===== config.mk =====
export PLATFORM = sky130hd
export DESIGN_NAME = mux4_rr_sched
export DESIGN_NICKNAME = d
export VERILOG_FILES = /design/src/rtl/mux4_pkg.sv /design/src/rtl/rr_pick.sv /design/src/rtl/mux4_rr_sched.sv
export SDC_FILE = /design/constraint.sdc
export NUM_CORES = 1
export LEC_CHECK = 0
export CAP_MARGIN = 5
export CORE_MARGIN = 2
export CORE_UTILIZATION = 44
export DETAILED_ROUTE_END_ITERATION = 8
export PLACE_DENSITY_LB_ADDON = 0.1
export SLEW_MARGIN = 20
export SYNTH_ARGS = -nofsm -noshare
export SYNTH_HDL_FRONTEND = slang
export SYNTH_SLANG_ARGS = --single-unit
export TNS_END_PERCENT = 50

===== constraint.sdc =====
create_clock -name clk -period 1.3 [get_ports clk]
set_input_delay 0.39 -clock clk [delete_from_list [all_inputs] [get_ports clk]]
set_output_delay 0.39 -clock clk [all_outputs]
set_load 0.02 [all_outputs]

===== src/rtl/mux4_pkg.sv =====
// Shared definitions for the four-way round-robin mux scheduler.
// Holds the requester count, the select width, the FSM state encoding
// and the helper that turns an owner index into a one-hot grant.
package mux4_pkg;

   localparam int N_REQ = 4;
   localparam int SEL_W = 2;

   typedef enum logic {
      IDLE  = 1'b0,
      GRANT = 1'b1
   } state_t;

   // Owner index -> one-hot grant vector (index 0 -> bit 0 -> mux input i1).
   function automatic logic [N_REQ-1:0] idx2onehot(input logic [SEL_W-1:0] idx);
      logic [N_REQ-1:0] oh;
      oh      = '0;
      oh[idx] = 1'b1;
      return oh;
   endfunction

endpackage


===== src/rtl/rr_pick.sv =====
// Combinational round-robin picker: first set bit of mask, starting the
// search just after 'last' and wrapping mod 4.
// Ports: mask (candidates), last (previous winner) -> winner index, found flag.
module rr_pick
   import mux4_pkg::*;
(
   input  logic [N_REQ-1:0] mask,
   input  logic [SEL_W-1:0] last,
   output logic [SEL_W-1:0] winner,
   output logic             found
);

   always_comb begin
      winner = last;
      found  = 1'b0;
      // Offsets 1..4 from 'last'; offset 4 wraps back onto 'last' itself,
      // so the previous winner has the lowest priority.
      for (int k = 1; k <= N_REQ; k++) begin
         if (!found && mask[SEL_W'(last + SEL_W'(k))]) begin
            winner = SEL_W'(last + SEL_W'(k));
            found  = 1'b1;
         end
      end
   end

endmodule


===== src/rtl/mux4_rr_sched.sv =====
// Round-robin scheduler sharing one mux4_1 among four requesters, with a
// bounded slot per owner. Drives registered one-hot gnt plus mux selects
// s1 (MSB) / s2 (LSB); busy = |gnt.
// Ports: clk, rst (async, active-high), req[3:0] in; gnt[3:0], s1, s2, busy out.
module mux4_rr_sched
   import mux4_pkg::*;
#(
   parameter int SLOT_CYCLES = 4,
   parameter int CNT_W       = 3
)
(
   input  logic             clk,
   input  logic             rst,
   input  logic [N_REQ-1:0] req,
   output logic [N_REQ-1:0] gnt,
   output logic             s1,
   output logic             s2,
   output logic             busy
);

   localparam logic [CNT_W-1:0] CNT_MAX = CNT_W'(SLOT_CYCLES - 1);

   state_t           state, state_nxt;
   logic [CNT_W-1:0] cnt, cnt_nxt;
   logic [SEL_W-1:0] last, last_nxt;
   logic [SEL_W-1:0] sel, sel_nxt;
   logic [N_REQ-1:0] gnt_nxt;

   logic [N_REQ-1:0] cand;
   logic [SEL_W-1:0] win;
   logic             win_found;
   logic             own_req;

   // While idle every request competes; while granted only the others do,
   // so a rotation never hands the mux straight back to the current owner.
   assign cand    = (state == IDLE) ? req : (req & ~gnt);
   assign own_req = |(req & gnt);

   rr_pick u_pick (
      .mask   (cand),
      .last   (last),
      .winner (win),
      .found  (win_found)
   );

   always_comb begin
      state_nxt = state;
      cnt_nxt   = cnt;
      last_nxt  = last;
      sel_nxt   = sel;
      gnt_nxt   = gnt;

      case (state)
         IDLE: begin
            if (win_found) begin
               state_nxt = GRANT;
               cnt_nxt   = '0;
               last_nxt  = win;
               sel_nxt   = win;
               gnt_nxt   = idx2onehot(win);
            end
         end

         GRANT: begin
            if (!own_req) begin
               // Owner dropped; this also covers a drop that coincides with
               // slot expiry. Hand over without a bubble if anyone waits.
               cnt_nxt = '0;
               if (win_found) begin
                  last_nxt = win;
                  sel_nxt  = win;
                  gnt_nxt  = idx2onehot(win);
               end else begin
                  state_nxt = IDLE;
                  gnt_nxt   = '0;
               end
            end else if (cnt == CNT_MAX) begin
               // Slot used up: rotate if contended, otherwise the owner keeps
               // the mux and starts a fresh slot.
               cnt_nxt = '0;
               if (win_found) begin
                  last_nxt = win;
                  sel_nxt  = win;
                  gnt_nxt  = idx2onehot(win);
               end
            end else begin
               cnt_nxt = cnt + CNT_W'(1);
            end
         end

         default: begin
            state_nxt = IDLE;
            gnt_nxt   = '0;
            cnt_nxt   = '0;
         end
      endcase
   end

   // last resets to 3 so requester 0 is searched first after reset.
   always_ff @(posedge clk or posedge rst) begin
      if (rst) begin
         state <= IDLE;
         cnt   <= '0;
         last  <= SEL_W'(N_REQ - 1);
         sel   <= '0;
         gnt   <= '0;
      end else begin
         state <= state_nxt;
         cnt   <= cnt_nxt;
         last  <= last_nxt;
         sel   <= sel_nxt;
         gnt   <= gnt_nxt;
      end
   end

   // gnt and sel share one register update, so they always move together.
   assign s1   = sel[1];
   assign s2   = sel[0];
   assign busy = |gnt;

endmodule


### Placed cells, one color a class

Scale: 6 px per um.
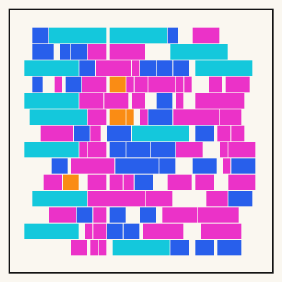
color	class	cells
magenta	remaining logic cells	55
orange	clock drivers and dummy loads	4
blue	remaining buffers and delay cells	34
cyan	registers	12
share of cell area taken by flip-flops and latches: 25.8%
Core ar.: 1490 um2
share of the core filled with cells in the final layout: 80.3%
final cell area excluding filler cells: 1200 um2

==> flow.log <==
[metrics] run summary
[metrics] run status: complete, but fails checks
[metrics] violations in the final reports: negative setup slack
[metrics] Inserted Clock Buffers: 3
[metrics] Critical path origin: state$_DFF_PP0_
[metrics] estimated wirelength of the detail-placed design: 1.34 mm
[metrics] detailed-routing iteration count for the pre-antenna-repair pass: 4
[metrics] power of the combinational group: 0.00194 W
[metrics] Placed Area: 1020 um2
[metrics] switching part of the total: 43.1%
[metrics] CTS Root Cell: clkbuf_4
[metrics] number of placed instances, taps included: 113
[metrics] WL met2: 1.04 mm
[metrics] leading cell types in the layout, fill and taps excluded: buf_4 (17), buf_6 (8)
[metrics] total I/O pin count: 13
[metrics] Critical Path Start Type: flop
[metrics] initial antenna violation count: 0
[metrics] tally of yosys warning messages: 0
[metrics] Floorplan Nets: 74
[metrics] tool warning count: 29
[metrics] global-route total usage across every layer: 21.2%
[metrics] transition time at the pin with the least slew margin: 308 ps
[metrics] number of endpoints failing setup at the final stage: 14
[metrics] row count: 14
[metrics] proportion of power drawn by combinational gates: 65.4%
[metrics] top layer reached by signal wires: met4
[metrics] clock slew at reported path FFs: 80 ps
[metrics] number of hold violations in the final report: 0
[metrics] layer carrying the most global-route usage: met2
[metrics] proportion of power drawn by flip-flops and latches: 26.5%
[metrics] smallest setup slack after layout: -242 ps
[metrics] instance count on the critical path: 5
[metrics] Post-synth ARST share: 100%
[metrics] Port Buffer Count: 12
[metrics] Clock H-tree levels: 1
[metrics] type of destination of the critical path: flop
[metrics] top cell type by total area after synthesis: dfrtp_1
### Pin map

Scale: 8 px per um. Pins as bars across the die edge, other pins in gray.
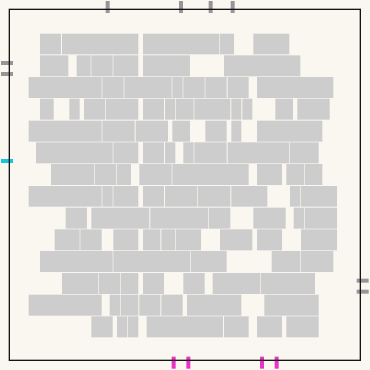
color	port	pins	direction	edge
cyan	`s1`	1	output	left
magenta	`req`	4	input	bottom

==> sequential cells by signal, indices dropped and copies added (netlist names) <==
| name | cells |
|---|---|
| sel | 2 |
| state | 1 |
| gnt | 4 |
| last | 2 |
| cnt | 3 |
==> path summary, 6_finish.rpt <==
kind,end
worst max register to register,gnt[1]$_DFFE_PP0P_
min in group clk,cnt[2]$_DFFE_PP0P_
worst max-delay path,gnt[1]$_DFFE_PP0P_
worst min register to register,cnt[2]$_DFFE_PP0P_
max in group asynchronous,last[0]$_DFFE_PP1P_
worst min-delay path,gnt[0]$_DFFE_PP0P_
==> layout make-up <==
cell class	count	area (um2)
Multi-Input combinational cell	47	513
Fill cell	95	293
Sequential cell	12	309
Tap cell	16	20.0
Clock buffer	4	26.3
Timing Repair Buffer	34	298
Inverter	8	30.0
Power and IR drop assume default switching activity.
